File: src/rtl/pipe_ctrl_2_if.sv
// Handshake bundle between the pipeline front end and pipe_ctrl_2.
// *_in: hazard/memory/trap status; *_out: enables, bubbles, pulses.
interface pipe_ctrl_2_if #(
    parameter int CNT_W = 32
);
    logic [4:0]       s1_rs1_addr_in;
    logic [4:0]       s1_rs2_addr_in;
    logic             s1_rs1_used_in;
    logic             s1_rs2_used_in;
    logic [4:0]       s2_rd_addr_in;
    logic             s2_is_load_in;
    logic             s2_rf_wr_en_in;
    logic             branch_taken_in;
    logic             dmem_req_in;
    logic             dmem_ack_in;
    logic             trap_req_in;
    logic             stall_clr_in;
    logic             pc_en_out;
    logic             s1_en_out;
    logic             s2_en_out;
    logic             s1_flush_out;
    logic             s2_flush_out;
    logic             trap_ack_out;
    logic             bus_err_out;
    logic [2:0]       state_out;
    logic [CNT_W-1:0] stall_cnt_out;

    modport master (
        output s1_rs1_addr_in, s1_rs2_addr_in,
        output s1_rs1_used_in, s1_rs2_used_in,
        output s2_rd_addr_in, s2_is_load_in,
        output s2_rf_wr_en_in, branch_taken_in,
        output dmem_req_in, dmem_ack_in,
        output trap_req_in, stall_clr_in,
        input  pc_en_out, s1_en_out, s2_en_out,
        input  s1_flush_out, s2_flush_out,
        input  trap_ack_out, bus_err_out,
        input  state_out, stall_cnt_out
    );

    modport slave (
        input  s1_rs1_addr_in, s1_rs2_addr_in,
        input  s1_rs1_used_in, s1_rs2_used_in,
        input  s2_rd_addr_in, s2_is_load_in,
        input  s2_rf_wr_en_in, branch_taken_in,
        input  dmem_req_in, dmem_ack_in,
        input  trap_req_in, stall_clr_in,
        output pc_en_out, s1_en_out, s2_en_out,
        output s1_flush_out, s2_flush_out,
        output trap_ack_out, bus_err_out,
        output state_out, stall_cnt_out
    );
endinterface

File: src/rtl/pipe_ctrl_2.sv
// Pipeline sequencing controller: PC/stage-1/stage-2 enables and bubbles.
// Ports: clk_in, rst_in (async active-low), bus (pipe_ctrl_2_if.slave).
module pipe_ctrl_2 #(
    parameter int FLUSH_CYCLES = 2,
    parameter int MEM_TIMEOUT  = 16,
    parameter int CNT_W        = 32
) (
    input logic          clk_in,
    input logic          rst_in,
    pipe_ctrl_2_if.slave bus
);
    localparam logic [2:0] S_RUN  = 3'd0;
    localparam logic [2:0] S_MEMW = 3'd1;
    localparam logic [2:0] S_FLSH = 3'd2;
    localparam logic [2:0] S_TRAP = 3'd3;

    localparam logic [3:0] FL_LOAD  = 4'(FLUSH_CYCLES - 1);
    localparam logic [7:0] TO_LAST  = 8'(MEM_TIMEOUT - 1);
    localparam bit         MULTI_FL = (FLUSH_CYCLES > 1);

    logic [2:0]       r_state;
    logic [2:0]       w_nxt_state;
    logic [3:0]       r_fl_cnt;
    logic [3:0]       w_nxt_fl;
    logic [7:0]       r_to_cnt;
    logic [7:0]       w_nxt_to;
    logic [CNT_W-1:0] r_stall_cnt;

    logic w_hazard;
    logic w_wait;
    logic w_pc_en;
    logic w_s1_en;
    logic w_s2_en;
    logic w_s1_fl;
    logic w_s2_fl;
    logic w_ack;
    logic w_berr;

    // Load-use: the load result is not available to stage 1 yet.
    assign w_hazard = bus.s2_is_load_in && bus.s2_rf_wr_en_in
        && (bus.s2_rd_addr_in != 5'd0)
        && ((bus.s1_rs1_used_in
             && (bus.s1_rs1_addr_in == bus.s2_rd_addr_in))
         || (bus.s1_rs2_used_in
             && (bus.s1_rs2_addr_in == bus.s2_rd_addr_in)));

    assign w_wait = bus.dmem_req_in && !bus.dmem_ack_in;

    always_ff @(posedge clk_in or negedge rst_in) begin
        if (!rst_in) begin
            r_state  <= S_RUN;
            r_fl_cnt <= 4'd0;
            r_to_cnt <= 8'd0;
        end else begin
            r_state  <= w_nxt_state;
            r_fl_cnt <= w_nxt_fl;
            r_to_cnt <= w_nxt_to;
        end
    end

    always_comb begin
        w_nxt_state = r_state;
        w_nxt_fl    = r_fl_cnt;
        w_nxt_to    = r_to_cnt;
        unique case (r_state)
            S_RUN: begin
                if (bus.trap_req_in) begin
                    w_nxt_state = S_TRAP;
                end else if (w_wait) begin
                    w_nxt_state = S_MEMW;
                    w_nxt_to    = 8'd1;
                end else if (bus.branch_taken_in && MULTI_FL) begin
                    w_nxt_state = S_FLSH;
                    w_nxt_fl    = FL_LOAD;
                end
            end
            S_MEMW: begin
                if (bus.dmem_ack_in) begin
                    w_nxt_state = S_RUN;
                    if (bus.branch_taken_in && MULTI_FL) begin
                        w_nxt_state = S_FLSH;
                        w_nxt_fl    = FL_LOAD;
                    end
                end else if (r_to_cnt == TO_LAST) begin
                    w_nxt_state = S_TRAP;
                end else begin
                    w_nxt_to = r_to_cnt + 8'd1;
                end
            end
            S_FLSH: begin
                w_nxt_fl = r_fl_cnt - 4'd1;
                if (r_fl_cnt == 4'd1) w_nxt_state = S_RUN;
            end
            S_TRAP: begin
                if (MULTI_FL) begin
                    w_nxt_state = S_FLSH;
                    w_nxt_fl    = FL_LOAD;
                end else begin
                    w_nxt_state = S_RUN;
                end
            end
            default: w_nxt_state = S_RUN;
        endcase
    end

    always_comb begin
        w_pc_en = 1'b1;
        w_s1_en = 1'b1;
        w_s2_en = 1'b1;
        w_s1_fl = 1'b0;
        w_s2_fl = 1'b0;
        w_ack   = 1'b0;
        w_berr  = 1'b0;
        unique case (r_state)
            S_RUN: begin
                if (bus.trap_req_in || w_wait) begin
                    {w_pc_en, w_s1_en, w_s2_en} = 3'b000;
                end else if (bus.branch_taken_in) begin
                    {w_s1_fl, w_s2_fl} = 2'b11;
                end else if (w_hazard) begin
                    {w_pc_en, w_s1_en, w_s2_fl} = 3'b001;
                end
            end
            S_MEMW: begin
                // The ack cycle behaves like an ordinary RUN cycle.
                if (bus.dmem_ack_in) begin
                    if (bus.branch_taken_in) begin
                        {w_s1_fl, w_s2_fl} = 2'b11;
                    end else if (w_hazard) begin
                        {w_pc_en, w_s1_en, w_s2_fl} = 3'b001;
                    end
                end else begin
                    {w_pc_en, w_s1_en, w_s2_en} = 3'b000;
                    w_berr = (r_to_cnt == TO_LAST);
                end
            end
            S_FLSH: w_s1_fl = 1'b1;
            S_TRAP: {w_s1_fl, w_s2_fl, w_ack} = 3'b111;
            default: ;
        endcase
        if (!rst_in) begin
            {w_pc_en, w_s1_en, w_s2_en} = 3'b000;
            {w_s1_fl, w_s2_fl}          = 2'b11;
            {w_ack, w_berr}             = 2'b00;
        end
    end

    always_ff @(posedge clk_in or negedge rst_in) begin
        if (!rst_in) begin
            r_stall_cnt <= '0;
        end else if (bus.stall_clr_in) begin
            r_stall_cnt <= '0;
        end else if (!w_pc_en && (r_stall_cnt != '1)) begin
            r_stall_cnt <= r_stall_cnt + 1'b1;
        end
    end

    assign bus.pc_en_out     = w_pc_en;
    assign bus.s1_en_out     = w_s1_en;
    assign bus.s2_en_out     = w_s2_en;
    assign bus.s1_flush_out  = w_s1_fl;
    assign bus.s2_flush_out  = w_s2_fl;
    assign bus.trap_ack_out  = w_ack;
    assign bus.bus_err_out   = w_berr;
    assign bus.state_out     = r_state;
    assign bus.stall_cnt_out = r_stall_cnt;
endmodule

File: src/flat_wrapper.sv
// flat-port wrapper written by rule: the top's interface ports become plain ports
module pipe_ctrl_2_flat 
#(
    parameter int FLUSH_CYCLES = 2,
    parameter int MEM_TIMEOUT  = 16,
    parameter int CNT_W        = 32
)
  (clk_in, rst_in, bus_s1_rs1_addr_in, bus_s1_rs2_addr_in, bus_s1_rs1_used_in, bus_s1_rs2_used_in, bus_s2_rd_addr_in, bus_s2_is_load_in, bus_s2_rf_wr_en_in, bus_branch_taken_in, bus_dmem_req_in, bus_dmem_ack_in, bus_trap_req_in, bus_stall_clr_in, bus_pc_en_out, bus_s1_en_out, bus_s2_en_out, bus_s1_flush_out, bus_s2_flush_out, bus_trap_ack_out, bus_bus_err_out, bus_state_out, bus_stall_cnt_out);
  pipe_ctrl_2_if #(.CNT_W(CNT_W)) bus_i ();
  input logic clk_in;
  input logic rst_in;
  input wire logic [$bits(bus_i.s1_rs1_addr_in)-1:0] bus_s1_rs1_addr_in;
  input wire logic [$bits(bus_i.s1_rs2_addr_in)-1:0] bus_s1_rs2_addr_in;
  input wire logic [$bits(bus_i.s1_rs1_used_in)-1:0] bus_s1_rs1_used_in;
  input wire logic [$bits(bus_i.s1_rs2_used_in)-1:0] bus_s1_rs2_used_in;
  input wire logic [$bits(bus_i.s2_rd_addr_in)-1:0] bus_s2_rd_addr_in;
  input wire logic [$bits(bus_i.s2_is_load_in)-1:0] bus_s2_is_load_in;
  input wire logic [$bits(bus_i.s2_rf_wr_en_in)-1:0] bus_s2_rf_wr_en_in;
  input wire logic [$bits(bus_i.branch_taken_in)-1:0] bus_branch_taken_in;
  input wire logic [$bits(bus_i.dmem_req_in)-1:0] bus_dmem_req_in;
  input wire logic [$bits(bus_i.dmem_ack_in)-1:0] bus_dmem_ack_in;
  input wire logic [$bits(bus_i.trap_req_in)-1:0] bus_trap_req_in;
  input wire logic [$bits(bus_i.stall_clr_in)-1:0] bus_stall_clr_in;
  output wire logic [$bits(bus_i.pc_en_out)-1:0] bus_pc_en_out;
  output wire logic [$bits(bus_i.s1_en_out)-1:0] bus_s1_en_out;
  output wire logic [$bits(bus_i.s2_en_out)-1:0] bus_s2_en_out;
  output wire logic [$bits(bus_i.s1_flush_out)-1:0] bus_s1_flush_out;
  output wire logic [$bits(bus_i.s2_flush_out)-1:0] bus_s2_flush_out;
  output wire logic [$bits(bus_i.trap_ack_out)-1:0] bus_trap_ack_out;
  output wire logic [$bits(bus_i.bus_err_out)-1:0] bus_bus_err_out;
  output wire logic [$bits(bus_i.state_out)-1:0] bus_state_out;
  output wire logic [$bits(bus_i.stall_cnt_out)-1:0] bus_stall_cnt_out;
  assign bus_i.s1_rs1_addr_in = bus_s1_rs1_addr_in;
  assign bus_i.s1_rs2_addr_in = bus_s1_rs2_addr_in;
  assign bus_i.s1_rs1_used_in = bus_s1_rs1_used_in;
  assign bus_i.s1_rs2_used_in = bus_s1_rs2_used_in;
  assign bus_i.s2_rd_addr_in = bus_s2_rd_addr_in;
  assign bus_i.s2_is_load_in = bus_s2_is_load_in;
  assign bus_i.s2_rf_wr_en_in = bus_s2_rf_wr_en_in;
  assign bus_i.branch_taken_in = bus_branch_taken_in;
  assign bus_i.dmem_req_in = bus_dmem_req_in;
  assign bus_i.dmem_ack_in = bus_dmem_ack_in;
  assign bus_i.trap_req_in = bus_trap_req_in;
  assign bus_i.stall_clr_in = bus_stall_clr_in;
  assign bus_pc_en_out = bus_i.pc_en_out;
  assign bus_s1_en_out = bus_i.s1_en_out;
  assign bus_s2_en_out = bus_i.s2_en_out;
  assign bus_s1_flush_out = bus_i.s1_flush_out;
  assign bus_s2_flush_out = bus_i.s2_flush_out;
  assign bus_trap_ack_out = bus_i.trap_ack_out;
  assign bus_bus_err_out = bus_i.bus_err_out;
  assign bus_state_out = bus_i.state_out;
  assign bus_stall_cnt_out = bus_i.stall_cnt_out;
  pipe_ctrl_2 #(.FLUSH_CYCLES(FLUSH_CYCLES), .MEM_TIMEOUT(MEM_TIMEOUT), .CNT_W(CNT_W)) u_core (.clk_in(clk_in), .rst_in(rst_in), .bus(bus_i));
endmodule
File: config.mk
export PLATFORM = sky130hd
export DESIGN_NAME = pipe_ctrl_2_flat
export DESIGN_NICKNAME = d
export VERILOG_FILES = /design/src/rtl/pipe_ctrl_2_if.sv /design/src/rtl/pipe_ctrl_2.sv /design/src/flat_wrapper.sv
export SDC_FILE = /design/constraint.sdc
export NUM_CORES = 1
export LEC_CHECK = 0
export CORE_MARGIN = 2
export CORE_UTILIZATION = 53
export DETAILED_ROUTE_END_ITERATION = 16
export PLACE_DENSITY = 0.89
export SYNTH_ARGS = -nofsm -noshare
export SYNTH_HDL_FRONTEND = slang
export SYNTH_SLANG_ARGS = --single-unit
File: constraint.sdc
create_clock -name clk_in -period 5.15 [get_ports clk_in]
set_input_delay 1.03 -clock clk_in [delete_from_list [all_inputs] [get_ports clk_in]]
set_output_delay 1.03 -clock clk_in [all_outputs]
set_load 0.01 [all_outputs]
==> images/wire_density.png <==
The die is cut into 15 by 15 equal tiles; black is low, pale yellow is high, scaled to the fullest tile. Values are wire area over tile area, all layers added.
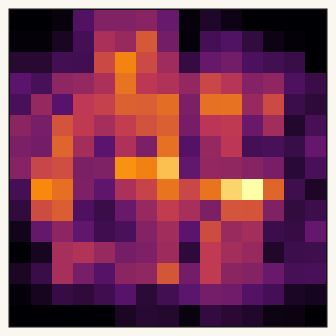
20% of the tiles are over half the peak. The fullest tile reaches 0.64. The mean over all tiles is 0.20. 9.3% of the tiles are nearly empty. The densest ninth of the die: middle. The emptiest ninth of the die: bottom left.

==> images/final_placement.png <==
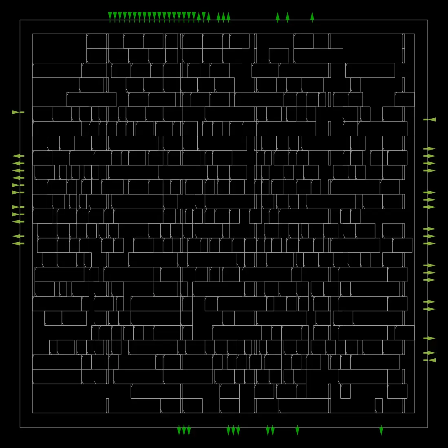
floorplan core area: 5040 µm²
number of non-filler instances in the completed layout: 447
number of rows created at floorplan: 26
filler instances: 389

==> images/gate_families.png <==
Bar = 20 µm.
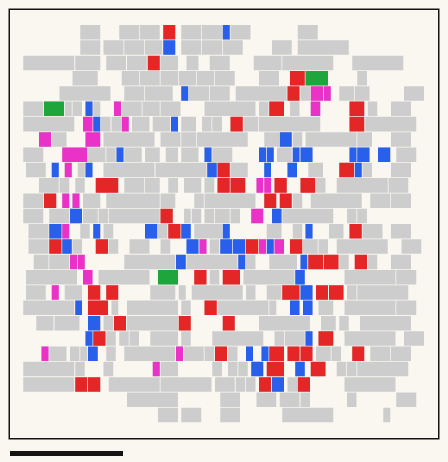
NAND gates: drawn in blue, cells 52, most used nand2_1. multiplexers: drawn in green, cells 3, most used mux2i_1. AND and OR gates: drawn in red, cells 53, most used or3_1. NOR gates: drawn in magenta, cells 26, most used nor2_1.

==> images/zoom.png <==
Bar = 10 µm. Region (26, 10) to (51, 35) µm. Cells in grey, sequential cells in the stronger grey; small squares are vias.
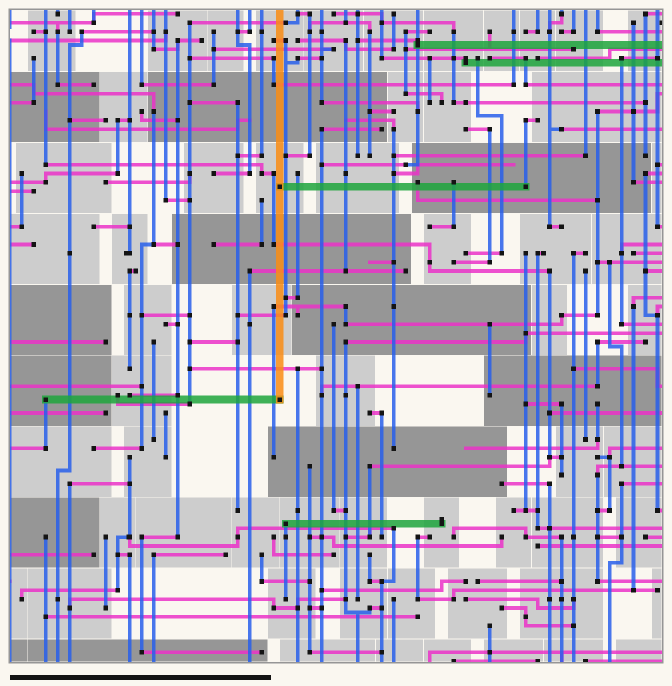
met4: drawn in orange. met3: drawn in green. met1: drawn in magenta. met2: drawn in blue.
Most frequent: a21oi_1 (7), or3_1 (6), dfrtp_1 (6). Netlist names of flops here include u_core.bus.stall_cnt_out (6). 55 logic cells have their middle in the window. Sequential cells in the window: 6.

==> flow_metrics.py <==
# Metrics from the implementation run
metrics = {
    "logic_synthesis": {
        "yosys.area_share.aoi_pct": 20.7,
        "topCellsByArea": "sky130_fd_sc_hd__dfrtp_1 (42%), sky130_fd_sc_hd__a21oi_1 (6.9%), sky130_fd_sc_hd__or3_1 (5.5%)",
        "top_area_cell": "sky130_fd_sc_hd__dfrtp_1",
        "synth.comb.largest_family": "simple AND/OR/NAND/NOR gates",
        "yosys.stat.chipArea_um2": 2750,
        "yosys.stat.seqShare_pct": 41.9,
        "yosysWarnings": 0,
        "ys_sh_adder_pct": 1.82,
    },
    "clock_network": {
        "cts.reportedPaths.clkPinSlew_ns": 0.09,
        "clk_latency_ns": 0.30,
        "cts_htree_levels": 2,
        "count_of_hold_buffers_inserted_by_post_cts_repair": 0,
        "clockRootBuffer": "sky130_fd_sc_hd__clkbuf_8",
        "tritoncts_sinks": 46,
        "cts.repair_timing.setup_buffer_count": 0,
        "cts.repair.resized": 0,
    },
    "route": {
        "routed_vias_inst": 6.15,
        "detailroute.via_count": 2750,
        "drt_first_pass_iters": 5,
        "remaining_drc_errors": 0,
        "drt.antenna.violating_nets": 0,
    },
    "grt": {
        "globalRouteOverflowTotal": 0,
        "grt_pass1_wl_mm": 11.8,
        "via_count_of_the_first_global_routing_pass": 2543,
    },
    "floorplan": {
        "io_pins": 68,
        "chipArea_um2": 5780,
    },
    "worst_setup_path": {
        "critPathArrivalTime_ns": 3.37,
        "crit_path_max_incr_delay_ns": 0.58,
    },
    "placed_design": {
        "place_congestion": 0.802,
        "buffer_ports.inserted": 66,
    },
    "final_timing": {
        "max_clock_skew_ns": 0.00519,
        "rsz0062_at_grt": "false",
        "post-route-period-util_pct": 85.4,
    },
    "power": {
        "max-vdd-ir-drop_mv": 0.214,
    },
    "cells_and_area": {
        "n_antenna_cell": 0,
        "lay_top_cells": "sky130_fd_sc_hd__clkdlybuf4s50_1 (65), sky130_fd_sc_hd__dfrtp_1 (46), sky130_fd_sc_hd__a21oi_1 (38)",
        "area.combinational_um2": 1510,
        "mostFrequentLayoutCell": "sky130_fd_sc_hd__clkdlybuf4s50_1",
    },
    "status": {
        "status": "finished clean",
    },
    "run": {
        "warning_count": 27,
    },
}
[final cells by class]
cell class	count	share of cell area (%)
clock inverter	2	1.05
timing repair buffer	69	19.0
clock buffer	6	2.04
tap	70	2.46
inverter	8	0.913
sequential	46	32.3
multi-input combinational	246	42.2
[critical path, delay by kind of cell]
kind / cells / cell delay [ns]
and+or+nand+nor: 1 / 0.19
buffers and inverters: 2 / 1.05
xor gates and xnor gates: 1 / 0.28
AOI/OAI and AO/OA: 3 / 0.80
[through the flow]
step	total power [mW]	worst slack, ns	utilization (%)	instance area, µm²	std cells
final	0.941	0.753	70.7	3560	447
after global routing	0.990	0.735	70.7	3560	447
after CTS	0.946	0.784	70.7	3560	447
after detailed placement	0.675	0.873	68.5	3450	439
after global placement	0.662	1.03	68.5	3450	439
after floorplan	0.582	2.06	-	2750	314
[synthesized netlist by cell type (all sizes together) (2+ instances only)]
| cell | number |
|---|---|
| o31ai | 15 |
| and3 | 6 |
| nor2b | 2 |
| nand4 | 13 |
| inv | 8 |
| o22a | 2 |
| or3 | 24 |
| o21ai | 28 |
| nand2 | 26 |
| dfrtp | 46 |
| nor2 | 17 |
| nor4 | 2 |
| ha | 4 |
| nand3 | 11 |
| buf | 7 |
| nor3 | 4 |
| and2 | 3 |
| xnor2 | 12 |
| and4 | 3 |
| or4 | 13 |
| or2 | 2 |
| mux2i | 2 |
| a21oi | 38 |
| nand2b | 2 |
| clkbuf | 7 |
[registers in the layout (all words and copies together), names as in the netlist]
name / cells
u_core.r_fl_cnt: 4
u_core.r_to_cnt: 8
u_core.bus.stall_cnt_out: 32
u_core.bus.state_out: 2
[metal layers]
layer	wire [µm]	up-vias	track usage, %
met3	417	17	4.98
met4	168	0	8.73
met1	2800	1330	30.1
met5	0	-	0
met2	3680	103	44.5
li1	-	1300	-
[cell families (layout without fill, tap and decap cells)]
group | after synthesis | count (layout)
adders and majority gates | 4 | 4
xor gates and xnor gates | 13 | 13
muxes | 3 | 3
AOI/OAI and AO/OA | 94 | 94
other | 1 | 1
buffers and inverters | 22 | 85
and+or+nand+nor | 131 | 131
DFF | 46 | 46
[worst paths after layout]
path / to / cells after the start / slack [ns] / from
max in group asynchronous: u_core.bus.stall_cnt_out[28]$_DFFE_PN0P_ / 2 / 3.74 / rst_in
max reg2reg: u_core.bus.stall_cnt_out[20]$_DFFE_PN0P_ / 5 / 2.58 / u_core.bus.stall_cnt_out[22]$_DFFE_PN0P_
max: bus_s2_flush_out / 7 / 0.75 / bus_s2_rd_addr_in[0]
min reg2reg: u_core.r_fl_cnt[1]$_DFFE_PN0P_ / 2 / 0.51 / u_core.r_fl_cnt[1]$_DFFE_PN0P_
min: u_core.r_fl_cnt[1]$_DFFE_PN0P_ / 2 / 0.51 / u_core.r_fl_cnt[1]$_DFFE_PN0P_
min in group asynchronous: u_core.r_to_cnt[5]$_DFFE_PN0P_ / 1 / 0.64 / rst_in
[report_power, final]
| group | total (mW) | leakage (nW) | switching (mW) | internal (mW) |
|---|---|---|---|---|
| sequential | 0.438 | 0.624 | 0.0425 | 0.395 |
| clock | 0.272 | 0.0514 | 0.127 | 0.145 |
| combinational | 0.232 | 0.619 | 0.118 | 0.113 |
Power is estimated from default activity; no workload was simulated.
